<file path="config.mk">
export PLATFORM = sky130hd
export DESIGN_NAME = upc_serial_tx
export DESIGN_NICKNAME = d
export VERILOG_FILES = /design/src/rtl/upc_serial_tx.sv
export SDC_FILE = /design/constraint.sdc
export NUM_CORES = 1
export LEC_CHECK = 0
export ABC_AREA = 1
export CORE_MARGIN = 3
export CORE_UTILIZATION = 54
export DETAILED_ROUTE_END_ITERATION = 16
export GPL_TIMING_DRIVEN = 1
export PLACE_DENSITY = 0.86
export SETUP_SLACK_MARGIN = 0.15
export SYNTH_ARGS = -nofsm -noshare
export SYNTH_HDL_FRONTEND = slang
export SYNTH_SLANG_ARGS = --single-unit
</file>
<file path="constraint.sdc">
create_clock -name clk -period 1.5 [get_ports clk]
set_clock_uncertainty 0.15 [all_clocks]
set_input_delay 0.3 -clock clk [delete_from_list [all_inputs] [get_ports clk]]
set_output_delay 0.3 -clock clk [all_outputs]
set_load 0.05 [all_outputs]
</file>
<file path="src/rtl/upc_serial_tx.sv">
// rtl/upc_serial_tx.sv - serial transmitter for 4-bit UPC codes with even parity
//
// Frame on TX: start(0), M, U, P, C, parity, stop(1). Each bit lasts BAUD_DIV clocks.
//
// Parameters:
//   BAUD_DIV  clock cycles per serial bit, legal range 1..16
// Ports:
//   clk    in   1  rising-edge clock
//   reset  in   1  asynchronous active-high reset
//   UPC    in   4  code to send, {M,U,P,C}
//   valid  in   1  UPC holds a code to send
//   ready  out  1  block accepts a code on this edge (valid & ready)
//   TX     out  1  serial line, idles high
//   busy   out  1  a frame is in progress
//   done   out  1  one-cycle pulse in the final cycle of the stop bit
module upc_serial_tx #(
  parameter int BAUD_DIV = 4
) (
  input  logic       clk,
  input  logic       reset,
  input  logic [3:0] UPC,
  input  logic       valid,
  output logic       ready,
  output logic       TX,
  output logic       busy,
  output logic       done
);

  typedef enum logic [2:0] {
    IDLE   = 3'd0,
    START  = 3'd1,
    DATA   = 3'd2,
    PARITY = 3'd3,
    STOP   = 3'd4
  } state_t;

  // Baud counter value of the last cycle of a bit.
  localparam logic [3:0] LAST = 4'(BAUD_DIV - 1);

  state_t     state;
  logic [3:0] baud_cnt;
  logic [1:0] bit_idx;
  logic [3:0] upc_q;

  logic       bit_end;
  logic [1:0] next_idx;

  assign bit_end  = (baud_cnt == LAST);
  assign next_idx = bit_idx + 2'd1;

  // All outputs are registers loaded with the value that belongs to the
  // state being entered, so they never see UPC/valid combinationally and
  // the asynchronous reset forces them to their reset values at once.
  always_ff @(posedge clk or posedge reset) begin
    if (reset) begin
      state    <= IDLE;
      baud_cnt <= '0;
      bit_idx  <= '0;
      upc_q    <= '0;
      TX       <= 1'b1;
      ready    <= 1'b0;
      busy     <= 1'b0;
      done     <= 1'b0;
    end else begin
      done <= 1'b0;
      case (state)
        IDLE: begin
          baud_cnt <= '0;
          bit_idx  <= '0;
          if (valid && ready) begin
            upc_q <= UPC;
            state <= START;
            TX    <= 1'b0;
            ready <= 1'b0;
            busy  <= 1'b1;
          end else begin
            // Also raises ready on the first edge after reset release.
            TX    <= 1'b1;
            ready <= 1'b1;
            busy  <= 1'b0;
          end
        end

        START: begin
          if (bit_end) begin
            baud_cnt <= '0;
            bit_idx  <= '0;
            state    <= DATA;
            TX       <= upc_q[3];
          end else begin
            baud_cnt <= baud_cnt + 4'd1;
          end
        end

        DATA: begin
          if (bit_end) begin
            baud_cnt <= '0;
            if (bit_idx == 2'd3) begin
              state <= PARITY;
              TX    <= ^upc_q;
            end else begin
              // MSB first: bit index 0..3 selects upc_q[3..0].
              bit_idx <= next_idx;
              TX      <= upc_q[2'd3 - next_idx];
            end
          end else begin
            baud_cnt <= baud_cnt + 4'd1;
          end
        end

        PARITY: begin
          if (bit_end) begin
            baud_cnt <= '0;
            state    <= STOP;
            TX       <= 1'b1;
            // With a one-cycle bit the first stop cycle is also the last.
            done     <= (LAST == 4'd0);
          end else begin
            baud_cnt <= baud_cnt + 4'd1;
          end
        end

        STOP: begin
          if (bit_end) begin
            baud_cnt <= '0;
            state    <= IDLE;
            TX       <= 1'b1;
            ready    <= 1'b1;
            busy     <= 1'b0;
          end else begin
            baud_cnt <= baud_cnt + 4'd1;
            done     <= ((baud_cnt + 4'd1) == LAST);
          end
        end

        default: begin
          state    <= IDLE;
          baud_cnt <= '0;
          bit_idx  <= '0;
          TX       <= 1'b1;
          ready    <= 1'b0;
          busy     <= 1'b0;
        end
      endcase
    end
  end

endmodule

</file>
==> impl_metrics.csv, run 1 <==
group,metric,value,unit
place,hpwl,1469,um
synthesis,xor_area_frac,0.01804,
finish,clock_cell_area_share,0.01942,
global_route,grt_max_degree,11,
power,finalPower,3.468,mW
clock_network,cts-resized-gates,15,
clock_network,clk_path_buf_depth,2,
global_route,first_global_vias,876,
global_route,grt_overflow,0,
synthesis,yosysWarnings,0,
sta,setup_slack,-0.06191,ns
sta,period_used_share,1.041,
setup_path,critPathArrivalTime,1.65,ns
hold_path,hold_path_class,"input port to asynchronous set/reset pin",
drt,wl_met3,256,um
sta,setup_viol,2,
outcome,violations,"negative setup slack",
drt,wl_per_cell,17.48,um
synthesis,ys_cells,130,
place,gp_congestion,0.8821,
setup_path,required,1.59,ns
setup_path,critPathLaunch,"state[2]",
synthesis,avgSynthCellArea,7.469,um^2
synthesis,synth_nets,140,
die,die_area,0.002343,mm^2
finish,clock_buffers,3,
finish,lay_top_cells,"nand2_1, inv_1, dfrtp_1, buf_4, nor2_1",
finish,drive_gt1_frac,0.3585,
outcome,status,"finished, violations left",
setup_path,r2r_slack,-0.06,ns
setup_path,start_kind,"flip-flop",
clock_network,clock_latency,0.30,ns
synthesis,top_logic_kind,"simple AND/OR/NAND/NOR gates",
die,ioPinCount,11,
synthesis,yosys_register_bits,17,
setup_path,path_cells,"nor2_4, nand2_4, inv_4, nand2_4, inv_1, nand2_1, nand2_1, nor2_1, nor2_1",
drt,highest_layer,"met4",
drt,drt_wl_total,3198,um
finish,largest_cell_class,"logic gates",
place,dpl.cell_count,165,
power,switching_share,0.5008,
finish,num-nonclk-inverters,22,
finish,synthToLayoutAreaGrowth,46.01,%
drt,ant_nets,0,
clock_network,cts_hold_buf,0,
finish,mostFrequentLayoutCell,"nand2_1",
place,post-place-ws,-0.1144,ns
setup_path,critPathKind,"flip-flop to flip-flop",
setup_path,slowest_stage,"dfrtp_2",
job,warnings,29,
power,powerDensity,2446,mW/mm^2
finish,n_fill_cell,77,
finish,top_regs,"baud_cnt (4), upc_q (4), state (3)",
sta,hold_viol,0,
global_route,use_met2,0.3440,
setup_path,worst-path-buf-inv,2,
setup_path,r2r_cells,9,
finish,final_area,0.001418,mm^2
die,fp-utilization,0.6091,
setup_path,endpoint_kind,"flip-flop",
synthesis,synthAdderAreaFrac,0.03866,
power,ir_worst_vdd,0.001708,V
global_route,track_usage,0.2043,
sta,tightest_slew,0.3625,ns
sta,rsz0062_at_grt,"true",
setup_path,reg2reg_to,"TX",
sta,fin_setup_tns,-0.06730,ns
finish,stdcell_count,183,
clock_network,cts_buffers,3,
clock_network,clock-sinks,17,
clock_network,htreeDepth,1,
setup_path,crit_family,"simple AND/OR/NAND/NOR gates",
finish,comb_area,559.3,um^2
synthesis,ys_sh_simple,0.3247,
clock_network,cts.clk_slew.worst_paths,0.11,ns
power,comb-power,2.32,mW
die,die_h,48.41,um
setup_path,slowest_delay,0.47,ns
finish,n_all_buffers,25,
drt,wl_met1,1186,um
run 1: cells in the mapped netlist, drive strengths merged:
cell,instances,area share
a21boi,1,0.0077
a21oi,6,0.031
dfrtp,16,0.41
dfstp,1,0.027
ha,3,0.039
inv,22,0.085
nand2,44,0.19
nand3,6,0.031
nand3b,1,0.0077
nand4,1,0.013
nor2,16,0.077
nor3,1,0.0051
o21ai,10,0.055
xnor2,1,0.0090
xor2,1,0.0090
run 1: kinds of logic after synthesis:
| kind of cell | count (synthesis) |
|---|---|
| flip-flops | 17 |
| buffers and inverters | 22 |
| AND/OR/NAND/NOR | 69 |
| adder cells (fa/ha/maj) | 3 |
| XOR/XNOR | 2 |
| AND-OR/OR-AND | 17 |
**Run 1: cell outlines without signal wires**

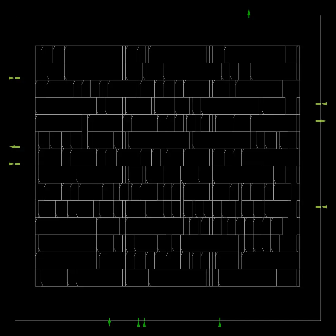
fin util: 0.8893
Well Taps: 24

**Run 1: wire density map**

10 x 10 tiles, from dark blue (low) to red (high), scaled to the fullest tile. Values are wire area over tile area, all layers added.
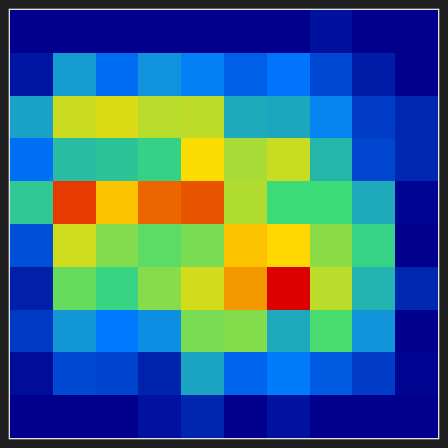
fullest tile: 0.72
tiles over half the peak: 29%
nearly empty tiles: 21%
mean over tiles: 0.23
densest ninth of the die: centre
emptiest ninth of the die: upper right

**Run 1: routed clock nets over the placement**

Scale bar: 10 um.
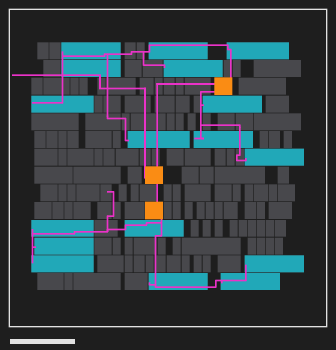
legend:
  magenta:
    item: clock wires
    length: 228 um
  cyan:
    item: flip-flops
    count: 17
  orange:
    item: clock-net drivers
    count: 3
flops lie: spread over the die
routed clock nets: 4
clk pwr: 0.259 mW
Clk pwr share: 0.075

**Run 1: register map, names as in the netlist**

Scale bar: 10 um. Other sequential cells in the stronger grey, the rest of the logic in the fainter grey.
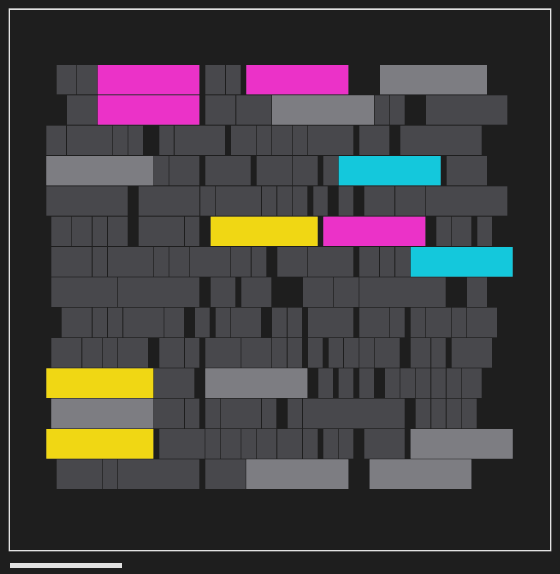
legend:
  yellow:
    signal: state
    sequential_cells: 3
  cyan:
    signal: bit_idx
    sequential_cells: 2
  magenta:
    signal: baud_cnt
    sequential_cells: 4
P_seq: 0.891 mW
Seq area share: 0.3045
register area: 431.7 um^2

==> run 2, diff against run 1 <==
- CAP_MARGIN: default -> 20
**Run 2: cell outlines without signal wires**

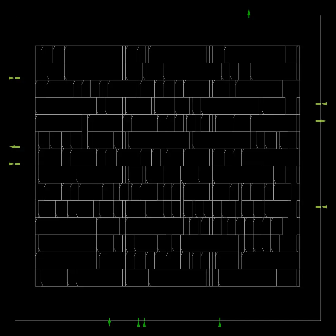
Layout fillers: 77
flip-flops: 17
Cell Rows: 14
Core Area: 0.001594 mm^2

==> impl_metrics.csv, run 2 <==
group,metric,value,unit
setup_path,slowest_stage,"dfrtp_2",
setup_path,start_kind,"flip-flop",
synthesis,synth-main-ff-cell,"dfrtp_1",
finish,lay_top_cells,"nand2_1, inv_1, dfrtp_1, buf_4, nor2_1",
place,port-buffer-count,10,
synthesis,synth.area.mux_share,0,
setup_path,path_cells,"nor2_4, nand2_4, inv_4, nand2_4, inv_1, nand2_1, nand2_1, nor2_1, nor2_1",
sta,timing.fmax,0.6402,GHz
drt,ant_nets,0,
global_route,track_usage,0.2043,
power,finalPower,3.468,mW
setup_path,critPathLaunch,"state[2]",
setup_path,required,1.59,ns
outcome,violations,"negative setup slack",
power,internal-power,1.731,mW
sta,period_minus_slack,1.562,ns
sta,period_used_share,1.041,
setup_path,r2r_cells,9,
synthesis,top_area_cell,"dfrtp_1",
finish,utilization,0.8893,
drt,wl_met3,256,um
setup_path,endpoint_kind,"flip-flop",
clock_network,cts_setup_buffers,7,
power,comb-power,2.32,mW
clock_network,cts-resized-gates,15,
synthesis,avgSynthCellArea,7.469,um^2
synthesis,yosysWarnings,0,
setup_path,r2r_start,"state[2]",
die,fp-utilization,0.6091,
clock_network,clk_path_buf_depth,2,
power,ir_worst_vdd,0.001708,V
synthesis,synthTopCellsByArea,"dfrtp_1, nand2_1, inv_1",
clock_network,cts_buffers,3,
synthesis,yosysSeqAreaShare,0.4394,
place,gp_congestion,0.8821,
setup_path,worst-path-buf-inv,2,
sta,setup_viol,2,
sta,tightest_slew,0.3625,ns
setup_path,crit_end,"TX",
drt,firstDrtPassIters,4,
setup_path,r2r_slack,-0.06,ns
job,warnings,29,
place,dpl_cell_area,0.001162,mm^2
die,ioPinCount,11,
drt,wl_per_cell,17.48,um
global_route,grt.busiest_layer,"met2",
drt,drt_iter0_drc,53,
finish,final_area,0.001418,mm^2
clock_network,cts.clk_slew.worst_paths,0.11,ns
hold_path,hold_path_class,"input port to asynchronous set/reset pin",
global_route,grt_pass1_wl,3774,um
synthesis,edf_count,0,
synthesis,most_common_cell,"nand2_1",
synthesis,yosysChipArea,970.9,um^2
finish,synthToLayoutAreaGrowth,46.01,%
place,post-place-ws,-0.1144,ns
sta,fin_setup_tns,-0.06730,ns
global_route,use_met2,0.3440,
power,powerDensity,2446,mW/mm^2
power,maxPowerGroup,"combinational cells",
drt,viasPerCell,5.689,
drt,vias,1041,
power,comb_power_share,0.668,
die,die_h,48.41,um
setup_path,slowest_delay,0.47,ns
power,leakage,0.7329,nW
power,clk-power,0.259,mW
synthesis,synth_cell_types,22,
setup_path,crit_cells,9,
finish,top_regs,"baud_cnt (4), upc_q (4), state (3)",
finish,diodes,0,
global_route,globalRouteMet3Util,0.04294,
synthesis,xor_area_frac,0.01804,
job,max_cap_viol_count,0,
sta,hold_viol,0,
global_route,grt_overflow,0,
power,power_frac_clock,0.075,
sta,setup_slack,-0.06191,ns
synthesis,common_cells,"nand2_1, dfrtp_1, inv_1",
synthesis,synth_nets,140,
synthesis,top_logic_kind,"simple AND/OR/NAND/NOR gates",
clock_network,htreeDepth,1,
drt,wl_met1,1186,um
sta,max_slew_margin,0.7581,
finish,final_nets,170,
clock_network,clock_latency,0.30,ns
global_route,antenna_found_initial,0,
setup_path,critPathKind,"flip-flop to flip-flop",
die,die_area,0.002343,mm^2
power,powerSeq,0.891,mW
synthesis,compound_area_frac,0.09407,
finish,stdcell_count,183,
setup_path,reg2reg_to,"TX",
clock_network,cts_tree,"built",
global_route,met1_usage,0.2485,
die,fp.dieW,48.41,um
outcome,status,"finished, violations left",
clock_network,cts_root_buf,"clkbuf_4",
sta,drv_slew,0,
setup_path,path_max_fanout,4,
synthesis,yosys_register_bits,17,
synthesis,ys_cells,130,
sta,rsz0062_at_grt,"true",
place,hpwl,1469,um
drt,drt_wl_total,3198,um
drt,wl_met2,1613,um
clock_network,cts_hold_buf,0,
synthesis,yosys.area.top_type_share,0.4124,
finish,mostFrequentLayoutCell,"nand2_1",
power,switching_share,0.5008,
setup_path,crit_family,"simple AND/OR/NAND/NOR gates",
synthesis,postSynthCellCount,130,
place,dpl.cell_count,165,
clock_network,clock-sinks,17,
sta,holdWs,0.1016,ns
power,seqPwrFrac,0.257,
drt,drc,0,
drt,highest_layer,"met4",
synthesis,ys_sh_simple,0.3247,
global_route,grt_max_degree,11,
synthesis,async_flop_share,1.000,
power,power.switching,1.736,mW
synthesis,synth.cell_area,970.9,um^2
setup_path,critPathArrivalTime,1.65,ns
global_route,first_global_vias,876,
synthesis,synthAdderAreaFrac,0.03866,
finish,drive_gt1_frac,0.3585,
**Run 2: register map, names as in the netlist**

Scale bar: 10 um. Other sequential cells in the stronger grey, the rest of the logic in the fainter grey.
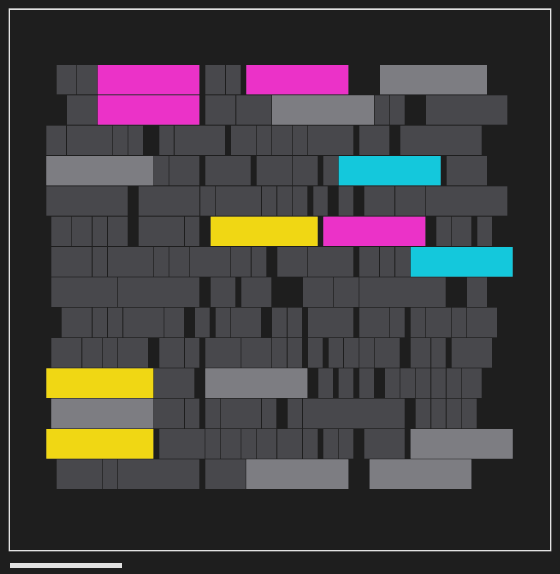
legend:
  cyan:
    signal: bit_idx
    sequential_cells: 2
  yellow:
    signal: state
    sequential_cells: 3
  magenta:
    signal: baud_cnt
    sequential_cells: 4
not coloured: 8

## run 2: cell counts in the layout (fill, tap and decap cells not counted)
Identical to the previous run, type by type.
## run 2: kinds of logic (layout without fill, tap and decap cells)
family | count (synthesis) | count (layout)
simple gates | 69 | 69
buf+inv | 22 | 51
compound gates | 17 | 17
flops | 17 | 17
fa+ha+maj | 3 | 3
xor+xnor | 2 | 2
## run 2: area by class of cell
| type | count | area (um^2) |
|---|---|---|
| Sequential cell | 17 | 431.7 |
| Timing Repair Buffer | 25 | 281.5 |
| Clock inverter | 1 | 5.005 |
| Clock buffer | 3 | 22.52 |
| Fill cell | 77 | 176.4 |
| Tap cell | 24 | 30.03 |
| Multi-Input combinational cell | 91 | 559.3 |
| Inverter | 22 | 87.58 |
Power and IR drop assume default switching activity.
